[src/rtl/poll_sch_m_if.sv]
// ---------------------------------------------------------------------------
// poll_sch_m_if
//
// Purpose : groups the poll scheduler's handshake and status signals so the
//           scheduler, the TX framer and the RX path connect through one
//           bundle. clk_sys and rst_n are not part of the bundle.
//
// Signals :
//   pluse_us   1-cycle tick every 1 us (timebase)
//   fire_sync  1-cycle pulse starting a poll cycle
//   tx_req     request to TX framer, held until tx_ack
//   tx_id      slave ID to transmit
//   tx_ack     1-cycle: framer accepted the request
//   tx_done    1-cycle: last bit shifted out
//   tx_ctrl    RS-485 driver enable (1 = master drives the line)
//   rx_valid   1-cycle: reply frame received
//   rx_id      source ID of the reply
//   rx_err     1-cycle: framing/CRC error on the received frame
//   busy       poll cycle in progress
//   cycle_done 1-cycle pulse when slave_ok is updated
//   slave_ok   per-slave reply bitmap of the last completed cycle
//   overrun    1-cycle: fire_sync arrived while busy
//   retry_cnt  retry counter (only when POLL_RETRY_EN is defined)
//
// Modports: master = scheduler side, slave = framer / RX / consumer side.
// Optional feature macro: POLL_RETRY_EN (adds retry_cnt).
// ---------------------------------------------------------------------------
interface poll_sch_m_if #(
  parameter int N_SLAVE = 8,
  parameter int ID_W    = 6
);
  logic               pluse_us;
  logic               fire_sync;
  logic               tx_req;
  logic [ID_W-1:0]    tx_id;
  logic               tx_ack;
  logic               tx_done;
  logic               tx_ctrl;
  logic               rx_valid;
  logic [ID_W-1:0]    rx_id;
  logic               rx_err;
  logic               busy;
  logic               cycle_done;
  logic [N_SLAVE-1:0] slave_ok;
  logic               overrun;
`ifdef POLL_RETRY_EN
  logic [7:0]         retry_cnt;

  modport master (
    input  pluse_us, fire_sync, tx_ack, tx_done, rx_valid, rx_id, rx_err,
    output tx_req, tx_id, tx_ctrl, busy, cycle_done, slave_ok, overrun,
           retry_cnt
  );

  modport slave (
    output pluse_us, fire_sync, tx_ack, tx_done, rx_valid, rx_id, rx_err,
    input  tx_req, tx_id, tx_ctrl, busy, cycle_done, slave_ok, overrun,
           retry_cnt
  );
`else
  modport master (
    input  pluse_us, fire_sync, tx_ack, tx_done, rx_valid, rx_id, rx_err,
    output tx_req, tx_id, tx_ctrl, busy, cycle_done, slave_ok, overrun
  );

  modport slave (
    output pluse_us, fire_sync, tx_ack, tx_done, rx_valid, rx_id, rx_err,
    input  tx_req, tx_id, tx_ctrl, busy, cycle_done, slave_ok, overrun
  );
`endif
endinterface

[src/rtl/poll_sch_m.sv]
// ---------------------------------------------------------------------------
// poll_sch_m
//
// Purpose : master-side RS-485 poll scheduler (clk_sys domain). Each
//           fire_sync visits slaves BASE_ID .. BASE_ID+N_SLAVE-1 in order:
//           enable the driver, hand the ID to the TX framer (req/ack), wait
//           for the last bit, turn the line around, then wait a bounded time
//           (in pluse_us ticks) for the addressed reply. The per-slave
//           result bitmap is published with a one-cycle cycle_done.
//
// Ports   :
//   clk_sys  system clock
//   rst_n    synchronous active-low reset
//   bus      poll_sch_m_if.master (tick, fire, TX handshake, RX reply,
//            status: busy / cycle_done / slave_ok / overrun [/ retry_cnt])
//
// Optional feature macro: POLL_RETRY_EN
//   defined   : a slave's first failure (timeout or rx_err) is retried once
//               with the same index; retry_cnt counts retries (saturating,
//               cleared when a cycle starts).
//   undefined : no retry, the first failure advances to the next slave.
// ---------------------------------------------------------------------------
module poll_sch_m #(
  parameter int              N_SLAVE  = 8,
  parameter int              ID_W     = 6,
  parameter logic [ID_W-1:0] BASE_ID  = 6'h01,
  parameter int              GUARD_US = 10,
  parameter int              TO_US    = 200,
  parameter int              CNT_W    = 12
) (
  input  logic         clk_sys,
  input  logic         rst_n,
  poll_sch_m_if.master bus
);

  localparam int               IDX_W    = (N_SLAVE > 1) ? $clog2(N_SLAVE) : 1;
  localparam logic [IDX_W-1:0] IDX_LAST = IDX_W'(N_SLAVE - 1);
  localparam logic [CNT_W-1:0] GUARD_C  = CNT_W'(GUARD_US);
  localparam logic [CNT_W-1:0] TO_C     = CNT_W'(TO_US);

  typedef enum logic [2:0] {
    S_IDLE,
    S_DRV_ON,
    S_REQ,
    S_SEND,
    S_DRV_OFF,
    S_WAIT_RX,
    S_NEXT,
    S_DONE
  } state_t;

  state_t             state;
  state_t             state_nxt;
  logic [IDX_W-1:0]   idx;
  logic [CNT_W-1:0]   us_cnt;
  logic [CNT_W-1:0]   cnt_inc;
  logic [N_SLAVE-1:0] shadow;
  logic [N_SLAVE-1:0] slave_ok_r;
  logic [ID_W-1:0]    tx_id_r;
  logic               overrun_r;

  logic               cnt_en;
  logic               guard_hit;
  logic               to_hit;
  logic               rx_match;
  logic               idx_clr;
  logic               idx_inc;
  logic               shadow_set;
  logic               ok_load;

`ifdef POLL_RETRY_EN
  logic               retry_flag;
  logic               retry_set;
  logic               retry_clr;
  logic [7:0]         retry_cnt_r;
`endif

  // Saturating +1 on a us tick: the counter must never wrap, otherwise a
  // stuck timebase could make a long wait look short.
  function automatic logic [CNT_W-1:0] sat_inc(input logic [CNT_W-1:0] v,
                                               input logic             tick);
    if (tick && (v != {CNT_W{1'b1}})) begin
      return v + CNT_W'(1);
    end
    return v;
  endfunction

  // Guard and timeout compare against the count including the tick being
  // sampled now, so the exit happens on the edge of the Nth tick. With
  // GUARD_US = 0 the guard is met at once, giving exactly one clock.
  always_comb begin
    cnt_en    = (state == S_DRV_ON) || (state == S_DRV_OFF) || (state == S_WAIT_RX);
    cnt_inc   = sat_inc(us_cnt, bus.pluse_us);
    guard_hit = (cnt_inc >= GUARD_C);
    to_hit    = (cnt_inc >= TO_C);
    rx_match  = bus.rx_valid && !bus.rx_err && (bus.rx_id == tx_id_r);
  end

  always_ff @(posedge clk_sys) begin
    if (!rst_n) begin
      state <= S_IDLE;
    end else begin
      state <= state_nxt;
    end
  end

  always_comb begin
    state_nxt  = state;
    idx_clr    = 1'b0;
    idx_inc    = 1'b0;
    shadow_set = 1'b0;
    ok_load    = 1'b0;
`ifdef POLL_RETRY_EN
    retry_set  = 1'b0;
    retry_clr  = 1'b0;
`endif
    case (state)
      S_IDLE: begin
        if (bus.fire_sync) begin
          idx_clr   = 1'b1;
          state_nxt = S_DRV_ON;
        end
      end
      S_DRV_ON: begin
        if (guard_hit) begin
          state_nxt = S_REQ;
        end
      end
      S_REQ: begin
        // A framer that finishes in the acceptance cycle skips SEND.
        if (bus.tx_ack) begin
          state_nxt = bus.tx_done ? S_DRV_OFF : S_SEND;
        end
      end
      S_SEND: begin
        if (bus.tx_done) begin
          state_nxt = S_DRV_OFF;
        end
      end
      S_DRV_OFF: begin
        if (guard_hit) begin
          state_nxt = S_WAIT_RX;
        end
      end
      S_WAIT_RX: begin
        // A matching reply wins over a timeout reached in the same cycle;
        // replies from other IDs are ignored and the wait continues.
        if (rx_match) begin
          shadow_set = 1'b1;
          state_nxt  = S_NEXT;
        end else if (bus.rx_err || to_hit) begin
`ifdef POLL_RETRY_EN
          if (!retry_flag) begin
            retry_set = 1'b1;
            state_nxt = S_DRV_ON;
          end else begin
            state_nxt = S_NEXT;
          end
`else
          state_nxt = S_NEXT;
`endif
        end
      end
      S_NEXT: begin
`ifdef POLL_RETRY_EN
        retry_clr = 1'b1;
`endif
        if (idx == IDX_LAST) begin
          ok_load   = 1'b1;
          state_nxt = S_DONE;
        end else begin
          idx_inc   = 1'b1;
          state_nxt = S_DRV_ON;
        end
      end
      S_DONE: begin
        state_nxt = S_IDLE;
      end
      default: begin
        state_nxt = S_IDLE;
      end
    endcase
  end

  always_ff @(posedge clk_sys) begin
    if (!rst_n) begin
      idx        <= '0;
      us_cnt     <= '0;
      shadow     <= '0;
      slave_ok_r <= '0;
      tx_id_r    <= '0;
      overrun_r  <= 1'b0;
    end else begin
      overrun_r <= bus.fire_sync && (state != S_IDLE);

      // Counter restarts on every state change, so each timed state
      // (DRV_ON, DRV_OFF, WAIT_RX) starts from zero.
      if (state_nxt != state) begin
        us_cnt <= '0;
      end else if (cnt_en) begin
        us_cnt <= cnt_inc;
      end

      if (idx_clr) begin
        idx     <= '0;
        shadow  <= '0;
        tx_id_r <= BASE_ID;
      end else if (idx_inc) begin
        idx     <= idx + IDX_W'(1);
        tx_id_r <= tx_id_r + ID_W'(1);
      end

      if (shadow_set) begin
        shadow[idx] <= 1'b1;
      end

      // Loaded on the NEXT->DONE edge so slave_ok changes together with
      // the cycle_done pulse.
      if (ok_load) begin
        slave_ok_r <= shadow;
      end
    end
  end

`ifdef POLL_RETRY_EN
  always_ff @(posedge clk_sys) begin
    if (!rst_n) begin
      retry_flag  <= 1'b0;
      retry_cnt_r <= '0;
    end else begin
      if (retry_clr || idx_clr) begin
        retry_flag <= 1'b0;
      end else if (retry_set) begin
        retry_flag <= 1'b1;
      end

      if (idx_clr) begin
        retry_cnt_r <= '0;
      end else if (retry_set && (retry_cnt_r != 8'hFF)) begin
        retry_cnt_r <= retry_cnt_r + 8'd1;
      end
    end
  end

  assign bus.retry_cnt = retry_cnt_r;
`endif

  // Driver enable only while the master owns the line.
  assign bus.tx_ctrl    = (state == S_DRV_ON) || (state == S_REQ) || (state == S_SEND);
  assign bus.tx_req     = (state == S_REQ);
  assign bus.tx_id      = tx_id_r;
  assign bus.busy       = (state != S_IDLE);
  assign bus.cycle_done = (state == S_DONE);
  assign bus.slave_ok   = slave_ok_r;
  assign bus.overrun    = overrun_r;

endmodule
[src/flat_wrapper.sv]
// flat-port wrapper written by rule: the top's interface ports become plain ports
module poll_sch_m_flat 
#(
  parameter int              N_SLAVE  = 8,
  parameter int              ID_W     = 6,
  parameter logic [ID_W-1:0] BASE_ID  = 6'h01,
  parameter int              GUARD_US = 10,
  parameter int              TO_US    = 200,
  parameter int              CNT_W    = 12
)
  (clk_sys, rst_n, bus_pluse_us, bus_fire_sync, bus_tx_ack, bus_tx_done, bus_rx_valid, bus_rx_id, bus_rx_err, bus_tx_req, bus_tx_id, bus_tx_ctrl, bus_busy, bus_cycle_done, bus_slave_ok, bus_overrun);
  poll_sch_m_if #(.N_SLAVE(N_SLAVE), .ID_W(ID_W)) bus_i ();
  input  logic clk_sys;
  input  logic rst_n;
  input wire logic [$bits(bus_i.pluse_us)-1:0] bus_pluse_us;
  input wire logic [$bits(bus_i.fire_sync)-1:0] bus_fire_sync;
  input wire logic [$bits(bus_i.tx_ack)-1:0] bus_tx_ack;
  input wire logic [$bits(bus_i.tx_done)-1:0] bus_tx_done;
  input wire logic [$bits(bus_i.rx_valid)-1:0] bus_rx_valid;
  input wire logic [$bits(bus_i.rx_id)-1:0] bus_rx_id;
  input wire logic [$bits(bus_i.rx_err)-1:0] bus_rx_err;
  output wire logic [$bits(bus_i.tx_req)-1:0] bus_tx_req;
  output wire logic [$bits(bus_i.tx_id)-1:0] bus_tx_id;
  output wire logic [$bits(bus_i.tx_ctrl)-1:0] bus_tx_ctrl;
  output wire logic [$bits(bus_i.busy)-1:0] bus_busy;
  output wire logic [$bits(bus_i.cycle_done)-1:0] bus_cycle_done;
  output wire logic [$bits(bus_i.slave_ok)-1:0] bus_slave_ok;
  output wire logic [$bits(bus_i.overrun)-1:0] bus_overrun;
  assign bus_i.pluse_us = bus_pluse_us;
  assign bus_i.fire_sync = bus_fire_sync;
  assign bus_i.tx_ack = bus_tx_ack;
  assign bus_i.tx_done = bus_tx_done;
  assign bus_i.rx_valid = bus_rx_valid;
  assign bus_i.rx_id = bus_rx_id;
  assign bus_i.rx_err = bus_rx_err;
  assign bus_tx_req = bus_i.tx_req;
  assign bus_tx_id = bus_i.tx_id;
  assign bus_tx_ctrl = bus_i.tx_ctrl;
  assign bus_busy = bus_i.busy;
  assign bus_cycle_done = bus_i.cycle_done;
  assign bus_slave_ok = bus_i.slave_ok;
  assign bus_overrun = bus_i.overrun;
  poll_sch_m #(.N_SLAVE(N_SLAVE), .ID_W(ID_W), .BASE_ID(BASE_ID), .GUARD_US(GUARD_US), .TO_US(TO_US), .CNT_W(CNT_W)) u_core (.clk_sys(clk_sys), .rst_n(rst_n), .bus(bus_i));
endmodule
[config.mk]
export PLATFORM = sky130hd
export DESIGN_NAME = poll_sch_m_flat
export DESIGN_NICKNAME = d
export VERILOG_FILES = /design/src/rtl/poll_sch_m_if.sv /design/src/rtl/poll_sch_m.sv /design/src/flat_wrapper.sv
export SDC_FILE = /design/constraint.sdc
export NUM_CORES = 1
export LEC_CHECK = 0
export ABC_AREA = 1
export CAP_MARGIN = 10
export CORE_ASPECT_RATIO = 0.75
export CORE_MARGIN = 3
export CORE_UTILIZATION = 59
export DETAILED_ROUTE_END_ITERATION = 10
export GPL_TIMING_DRIVEN = 0
export PLACE_DENSITY = 0.85
export RECOVER_POWER = 25
export SETUP_SLACK_MARGIN = 0.15
export SLEW_MARGIN = 15
export SYNTH_ARGS = -nofsm -noshare
export SYNTH_HDL_FRONTEND = slang
export SYNTH_SLANG_ARGS = --single-unit
[constraint.sdc]
create_clock -name clk_sys -period 4.6 [get_ports clk_sys]
set_input_delay 1.15 -clock clk_sys [delete_from_list [all_inputs] [get_ports clk_sys]]
set_output_delay 1.15 -clock clk_sys [all_outputs]
set_load 0.1 [all_outputs]
Figure 1. Power grid.
The bar under the picture is 20 microns long. Pins as bars on the die edge.
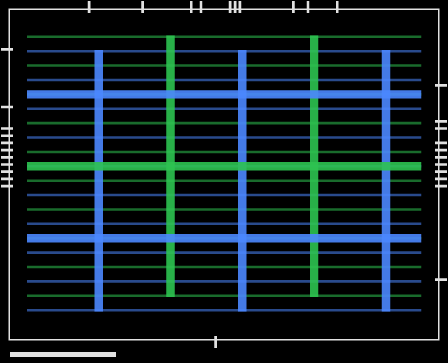
| color | net |
|---|---|
| blue | VSS |
| green | VDD |
met1 rails: 20
rows: 19
met5 straps: 3
signal pins: 33
Die Y: 62.2 microns
die width: 80.9 microns
Peak VDD IR: 267 uV
core area: 3850 sq um

Figure 2. Port wiring.
The bar under the picture is 20 microns long.
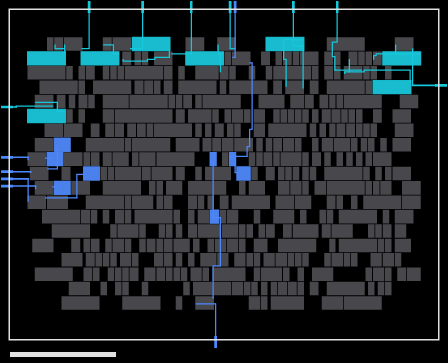
| color | port | bits | direction | edge | end cells | buffers | wire |
|---|---|---|---|---|---|---|---|
| blue | `bus_rx_id` | 6 | input | 4 left, 1 top, 1 bottom | 8 | 6 | 115 microns |
| cyan | `bus_slave_ok` | 8 | output | 6 top, 1 left, 1 right | 8 | 8 | 167 microns |
IO Port Bufs: 31
Top-Level Pins: 33

==> impl_metrics.py <==
# Physical implementation metrics
metrics = {
    "final_layout": {
        "layout-drive-gt1-share_pct": 13.0,
        "seq_share_pct": 27.6,
        "buffers": 38,
        "finalNonFillerCells": 453,
        "inv_count": 46,
        "area_share_clock_buf_inv_pct": 3.87,
        "mostFrequentLayoutCells": "nand2_1 (86), nor2_1 (46), inv_1 (42)",
        "final-seq-area_sq_um": 821,
        "final_util_pct": 77.2,
        "comb_share_pct": 48.3,
        "layout.nonclk_buf_share_pct": 12.0,
        "lay_top_count": "nand2_1",
        "final_area_sq_um": 2970,
        "layout.nets": 418,
        "clock_buffers": 5,
        "diodes": 0,
        "logic_gate_count": 268,
    },
    "sta": {
        "fmax_ghz": 0.297,
        "setup_ws_ns": 1.23,
        "hold_viol": 0,
        "clock-skew-final_ns": 0.00668,
        "slew_violations": 0,
        "slew_headroom_pct": 34.2,
        "min_period_over_period_pct": 73.3,
        "rsz0062_at_grt": "no",
        "setup_viol": 0,
        "tns_ns": 0,
    },
    "critical_path": {
        "r2r_cells": 18,
        "r2r_slack_ns": 2.09,
        "slowest_stage": "clkdlybuf4s50_1",
        "cp-start-kind": "flop",
        "worst_ep_required_time_ns": 3.45,
        "end_kind": "output port",
        "path_class": "flop to output port",
        "crit_chain": "inv_2 -> nor3_1 -> clkdlybuf4s50_1",
        "critPathMaxFanout": 7,
        "r2r-end": "u_core.us_cnt[4]$_SDFFE_PP0P_",
        "critical_path.max_stage_delay_ns": 1.16,
        "setup.worst_path.end": "bus_cycle_done",
        "startpoint": "u_core.state[2]$_SDFF_PN0_",
        "rr_startpoint": "u_core.us_cnt[1]$_SDFFE_PP0P_",
    },
    "status": {
        "status": "finished, final reports clean",
    },
    "detailed_routing": {
        "viasPerCell": 5.57,
        "drc": 0,
        "drt_pass1_iterations": 5,
    },
    "hold_path": {
        "hold_path_end": "u_core.shadow[7]$_SDFF_PN0_",
        "hold_path.startpoint": "u_core.shadow[7]$_SDFF_PN0_",
        "whs_path_depth": 2,
        "hp-class": "flop to flop",
    },
    "flow_run": {
        "warning_count": 26,
        "drv_cap": 0,
    },
    "power_and_ir_drop": {
        "power.leakage_nw": 1.27,
    },
    "clock_network": {
        "tritoncts": "built",
        "clk_path_buf_depth": 2,
        "postCtsSetupBuffers": 0,
        "cts_hold_buf": 0,
        "cts_buffers": 5,
        "cts_root_buf": "clkbuf_8",
        "clkTransAtPathRegs_ns": 0.08,
    },
    "die": {
        "fp.dieArea_sq_um": 5030,
        "fp_util_pct": 64.5,
        "tap_cells": 52,
        "rows": 19,
    },
    "logic_synthesis": {
        "synth_seq_share_pct": 33.0,
        "async_flop_share_pct": 0,
        "synth_nets": 380,
        "yosys_area_sq_um": 2480,
        "synthCells": 362,
        "netlist_area_sq_um": 2480,
        "ff_type": "dfxtp_1",
        "ys_ff": 41,
    },
    "global_route": {
        "antenna_found_initial": 0,
        "grt_start_max_net_pins": 15,
        "grt_pass1_wl_microns": 10200,
        "grtUsageTotal_pct": 25.6,
        "grt_overflow": 0,
    },
    "place": {
        "gp_congestion": 0.919,
        "dpl.cell_count": 445,
        "place_area_sq_um": 2860,
        "hpwl_microns": 4600,
    },
}
Figure 3. Routing congestion.
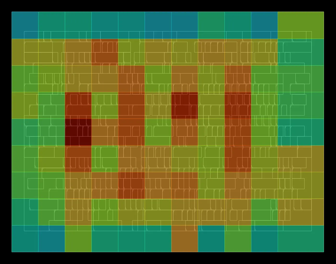
met1 Track Usage GR: 39.8%
WL per Instance: 13.6 microns

## state kept, by name, summed over array words and instances, names as in the netlist
register             flops
u_core.bus.tx_id         6
u_core.us_cnt           12
u_core.bus.overrun       1
u_core.bus.slave_ok      8
u_core.shadow            8
u_core.state             3
u_core.idx               3
## logic make-up after synthesis
group / count (synthesis) / share of synthesized area, %
compound gates: 53 / 11.4
xor+xnor: 8 / 2.82
fa+ha+maj: 4 / 2.02
buf+inv: 53 / 9.07
flops: 41 / 33.0
simple gates: 203 / 41.7
## where the power goes
| part | internal [mW] | total [mW] | switching (mW) | leakage, nW |
|---|---|---|---|---|
| clock network | 0.162 | 0.295 | 0.132 | 0.0543 |
| logic | 0.127 | 0.395 | 0.268 | 0.885 |
| registers | 0.378 | 0.409 | 0.0303 | 0.332 |
## synthesized netlist by cell type, types with 2 or more instances
master	count	share of area, %
a21oi_1	13	2.6
nor3_1	5	1.0
nand4_1	12	3.0
clkbuf_1	4	0.60
xor2_1	3	1.1
nor2_2	11	2.8
nor2_1	45	6.8
inv_2	3	0.45
nand3_4	2	1.4
inv_1	42	6.3
dfxtp_1	41	33
a21oi_2	2	0.71
nor2_4	11	5.0
nand3_1	18	3.6
o21ai_0	34	6.9
nand2_2	6	1.5
ha_1	4	2.0
nand2_4	2	0.91
nand2_1	86	13
xnor2_1	5	1.8
## worst max-delay path, delay by kind of cell, from the launching register on
kind                   cells  cell delay [ns]
buffers and inverters      2             1.25
AND/OR/NAND/NOR            1             0.21
flip-flops                 1             0.46
## routing by layer
metal / track usage, % / vias up / wire length (microns)
li1: - / 1240 / -
met1: 39.8 / 1153 / 3070
met2: 35.5 / 119 / 2510
met3: 5.20 / 12 / 508
met4: 6.12 / 0 / 83
met5: 0 / - / 0
Power and IR drop assume default switching activity.
